File: src/rtl/dmem_arbiter.sv
// dmem_arbiter: round-robin arbiter sharing one d_mem port between
// requester 0 (CPU LSU) and requester 1 (debug/DMA loader).
// Ports: clk, rst (async, active-low); reqX/weX/addrX/wdataX in;
// gntX (combinational), rvalidX/rdataX read return per requester;
// memRead/memWrite/dataAddress/writeMemData registered to d_mem;
// readMemData from d_mem.
// Build option: define DMEM_ARB_LOCK_EN to add lock0/lock1 inputs
// that let one requester hold the memory for a locked sequence.
module dmem_arbiter #(
  parameter int unsigned DATA_W   = 32,
  parameter int unsigned ADDR_W   = 10,
  parameter int unsigned READ_LAT = 1
) (
  input  logic              clk,
  input  logic              rst,
  input  logic              req0,
  input  logic              req1,
  input  logic              we0,
  input  logic              we1,
  input  logic [ADDR_W-1:0] addr0,
  input  logic [ADDR_W-1:0] addr1,
  input  logic [DATA_W-1:0] wdata0,
  input  logic [DATA_W-1:0] wdata1,
`ifdef DMEM_ARB_LOCK_EN
  input  logic              lock0,
  input  logic              lock1,
`endif
  output logic              gnt0,
  output logic              gnt1,
  output logic              rvalid0,
  output logic              rvalid1,
  output logic [DATA_W-1:0] rdata0,
  output logic [DATA_W-1:0] rdata1,
  output logic              memRead,
  output logic              memWrite,
  output logic [ADDR_W-1:0] dataAddress,
  output logic [DATA_W-1:0] writeMemData,
  input  logic [DATA_W-1:0] readMemData
);

  logic ptr_q, ptr_d;
  logic el0, el1;
  logic g0, g1;
  logic acc;
  logic we_s;
  logic [ADDR_W-1:0] addr_s;
  logic [DATA_W-1:0] wdata_s;

  logic              rd_q, rd_d;
  logic              wr_q, wr_d;
  logic [ADDR_W-1:0] addr_q, addr_d;
  logic [DATA_W-1:0] wd_q, wd_d;

  // Tag pipeline: index 0 lines up with the strobe
  // cycle, index READ_LAT with the data-return cycle.
  logic [READ_LAT:0] tv_q, tv_d;
  logic [READ_LAT:0] to_q, to_d;

`ifdef DMEM_ARB_LOCK_EN
  typedef enum logic [1:0] {
    UNLOCKED,
    LOCKED0,
    LOCKED1
  } lock_e;

  lock_e lk_q, lk_d;

  always_ff @(posedge clk or negedge rst) begin
    if (!rst) lk_q <= UNLOCKED;
    else      lk_q <= lk_d;
  end

  always_comb begin
    lk_d = lk_q;
    el0  = req0 & (lk_q != LOCKED1);
    el1  = req1 & (lk_q != LOCKED0);
    unique case (lk_q)
      UNLOCKED: begin
        if (g0 & lock0)      lk_d = LOCKED0;
        else if (g1 & lock1) lk_d = LOCKED1;
      end
      LOCKED0: if (g0 & ~lock0) lk_d = UNLOCKED;
      LOCKED1: if (g1 & ~lock1) lk_d = UNLOCKED;
      default: lk_d = UNLOCKED;
    endcase
  end
`else
  always_comb begin
    el0 = req0;
    el1 = req1;
  end
`endif

  always_comb begin
    g0 = 1'b0;
    g1 = 1'b0;
    unique case (1'b1)
      (el0 & el1): begin
        g0 = ~ptr_q;
        g1 = ptr_q;
      end
      (el0 & ~el1): g0 = 1'b1;
      (~el0 & el1): g1 = 1'b1;
      default: ;
    endcase
  end

  // Grants are forced low while reset is held.
  assign gnt0 = g0 & rst;
  assign gnt1 = g1 & rst;

  assign acc     = g0 | g1;
  assign we_s    = g1 ? we1 : we0;
  assign addr_s  = g1 ? addr1 : addr0;
  assign wdata_s = g1 ? wdata1 : wdata0;

  always_comb begin
    ptr_d  = acc ? g0 : ptr_q;
    rd_d   = acc & ~we_s;
    wr_d   = acc & we_s;
    addr_d = acc ? addr_s : '0;
    wd_d   = acc ? wdata_s : '0;
    tv_d   = {tv_q[READ_LAT-1:0], acc & ~we_s};
    to_d   = {to_q[READ_LAT-1:0], g1};
  end

  always_ff @(posedge clk or negedge rst) begin
    if (!rst) begin
      ptr_q  <= 1'b0;
      rd_q   <= 1'b0;
      wr_q   <= 1'b0;
      addr_q <= '0;
      wd_q   <= '0;
      tv_q   <= '0;
      to_q   <= '0;
    end else begin
      ptr_q  <= ptr_d;
      rd_q   <= rd_d;
      wr_q   <= wr_d;
      addr_q <= addr_d;
      wd_q   <= wd_d;
      tv_q   <= tv_d;
      to_q   <= to_d;
    end
  end

  assign memRead      = rd_q;
  assign memWrite     = wr_q;
  assign dataAddress  = addr_q;
  assign writeMemData = wd_q;

  assign rvalid0 = tv_q[READ_LAT] & ~to_q[READ_LAT];
  assign rvalid1 = tv_q[READ_LAT] & to_q[READ_LAT];
  assign rdata0  = readMemData;
  assign rdata1  = readMemData;

endmodule
File: config.mk
export PLATFORM = sky130hd
export DESIGN_NAME = dmem_arbiter
export DESIGN_NICKNAME = d
export VERILOG_FILES = /design/src/rtl/dmem_arbiter.sv
export SDC_FILE = /design/constraint.sdc
export NUM_CORES = 1
export LEC_CHECK = 0
export CAP_MARGIN = 0
export CORE_AREA = 2 2 91 93
export CTS_CLUSTER_SIZE = 25
export DETAILED_ROUTE_END_ITERATION = 6
export DIE_AREA = 0 0 93 95
export DONT_BUFFER_PORTS = 1
export PLACE_DENSITY = 0.48
export SYNTH_ARGS = -nofsm -noshare
export SYNTH_HDL_FRONTEND = slang
export SYNTH_SLANG_ARGS = --single-unit
File: constraint.sdc
create_clock -name clk -period 3.4 [get_ports clk]
set_input_delay 0.68 -clock clk [delete_from_list [all_inputs] [get_ports clk]]
set_output_delay 0.68 -clock clk [all_outputs]
set_load 0.05 [all_outputs]
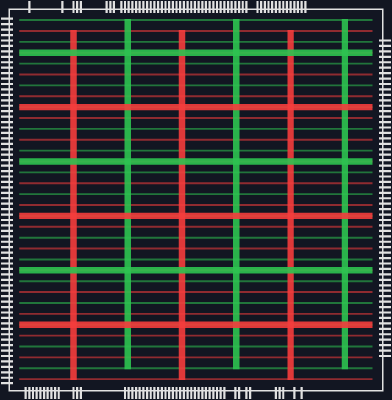
Fig. 1. Power grid.
Scale: 4 px per µm. Pins as bars on the die edge.
[VDD] green
[VSS] red
met1 rails: 34
met5 straps: 6
met4 straps: 6
Die Y-Extent: 95 µm
Core Region: 0.00793 mm²
Die W: 93 µm

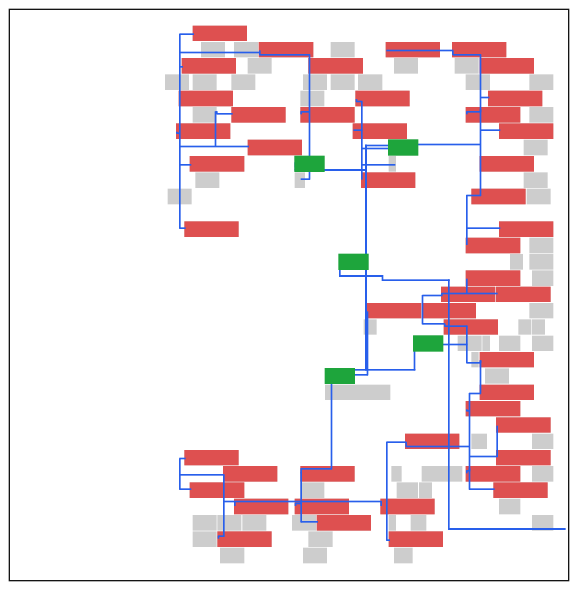
Fig. 2. Clock network drawn from the DEF.
Scale: 6 px per µm.
[cells driving clock nets] green | count: 5
[clock wires] blue | length: 583 µm
[flip-flops] red | count: 48
routed clock nets: 6
P_clk: 0.000397 W
power share of the clock group: 29.3%
clk latency late pin: 0.29 ns
Worst Skew: 0.00277 ns

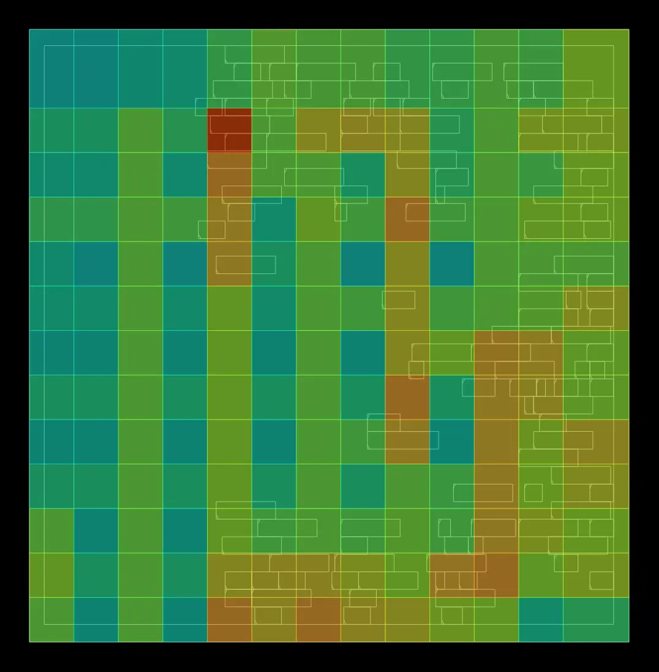
Fig. 3. Track usage over the die.
met3 usage: 3.43%
Final Util: 25.4%
GR Util met2: 15.6%
routed len/inst: 20.7 µm

==> flow_metrics.py <==
# Metrics from the implementation run
metrics = {
    "outcome": {
        "outcome": "completed",
    },
    "route": {
        "ant_nets": 0,
        "m1WireLength_um": 1410,
        "wl_um": 4520,
    },
    "cells_and_area": {
        "nClkBuffers": 6,
        "nFillCells": 831,
        "drive_gt1_share_pct": 41.6,
        "most-common-layout-cells": "48 x dfrtp_1, 36 x a32o_2, 8 x a32o_1",
        "diodes": 0,
        "largest_class": "sequential cells",
        "final_common_cell": "dfrtp_1",
        "clock_area_share_pct": 5.34,
    },
    "synth": {
        "top_cell_area_share_pct": 51.0,
        "synth_area_per_cell_um2": 13.0,
        "yosysWarnings": 0,
        "ys_cells": 181,
        "ys.flops": 48,
        "synthAoiAreaFrac_pct": 21.6,
        "synth_seq_share_pct": 51.0,
        "mux_share_pct": 0,
        "ys_sh_adder_pct": 0,
    },
    "clocking": {
        "path_clk_slew_ns": 0.08,
        "post-cts-setup-buffers": 0,
        "cts.sinks": 48,
        "cts_buffers": 5,
        "ctsResizeCount": 0,
        "ctsHoldBuffers": 0,
        "cts_buffer_depth": 2,
    },
    "final_timing": {
        "finalHoldViolCount": 0,
        "final_max_slew_viol_count": 0,
        "layout_setup_ws_ns": 1.33,
        "finalClockPeriodUsage_pct": 60.9,
        "whs_ns": 0.0733,
        "fmax_ghz": 0.483,
    },
    "critical_path": {
        "crit_chain": "nor2b_1",
        "crit_cells": 1,
        "path_buffers": 0,
        "cpLargestDelayFamily": "simple AND/OR/NAND/NOR gates",
        "cp-start-kind": "flop",
        "slowest_delay_ns": 0.72,
        "rr_endpoint": "dataAddress[9]",
        "r2r_cells": 3,
    },
    "grt": {
        "grt_pass1_vias": 1105,
        "antenna_found_initial": 0,
        "top_usage_layer": "met2",
    },
    "power": {
        "internal-power_w": 0.000902,
        "p_per_area_mw_per_mm2": 673,
        "leakagePower_nw": 0.964,
        "p_sw_share_pct": 33.5,
    },
    "flow_run": {
        "tool_warnings": 26,
    },
    "floorplanning": {
        "num_tap_cells": 105,
        "chip_area_mm2": 0.00884,
    },
}
==> state kept, by name, indices dropped and copies added (netlist names) <==
register and flops:
writeMemData 32, memWrite 1, to_q 2, ptr_q 1, dataAddress 10, tv_q 2
==> power by group through the flow <==
stage | Combinational [W] | Clock [W] | Sequential (W)
CTS | 0.000118 | 0.000415 | 0.000844
detailed placement | 0.000118 | 0 | 0.000857
floorplan | 0.000327 | 0 | 0.000846
global route | 0.000125 | 0.000431 | 0.000847
global placement | 0.000110 | 0 | 0.000855
finish | 0.000117 | 0.000397 | 0.000842
==> Yosys cell counts (all sizes together) <==
cell / instances
a21oi: 1
dfrtp: 48
and3: 1
nor2b: 1
clkbuf: 1
a32o: 44
a21boi: 1
nand2b: 1
and2: 3
nor2: 1
inv: 2
buf: 77
Power figures rest on the tool's default switching activity, not on a simulated workload.
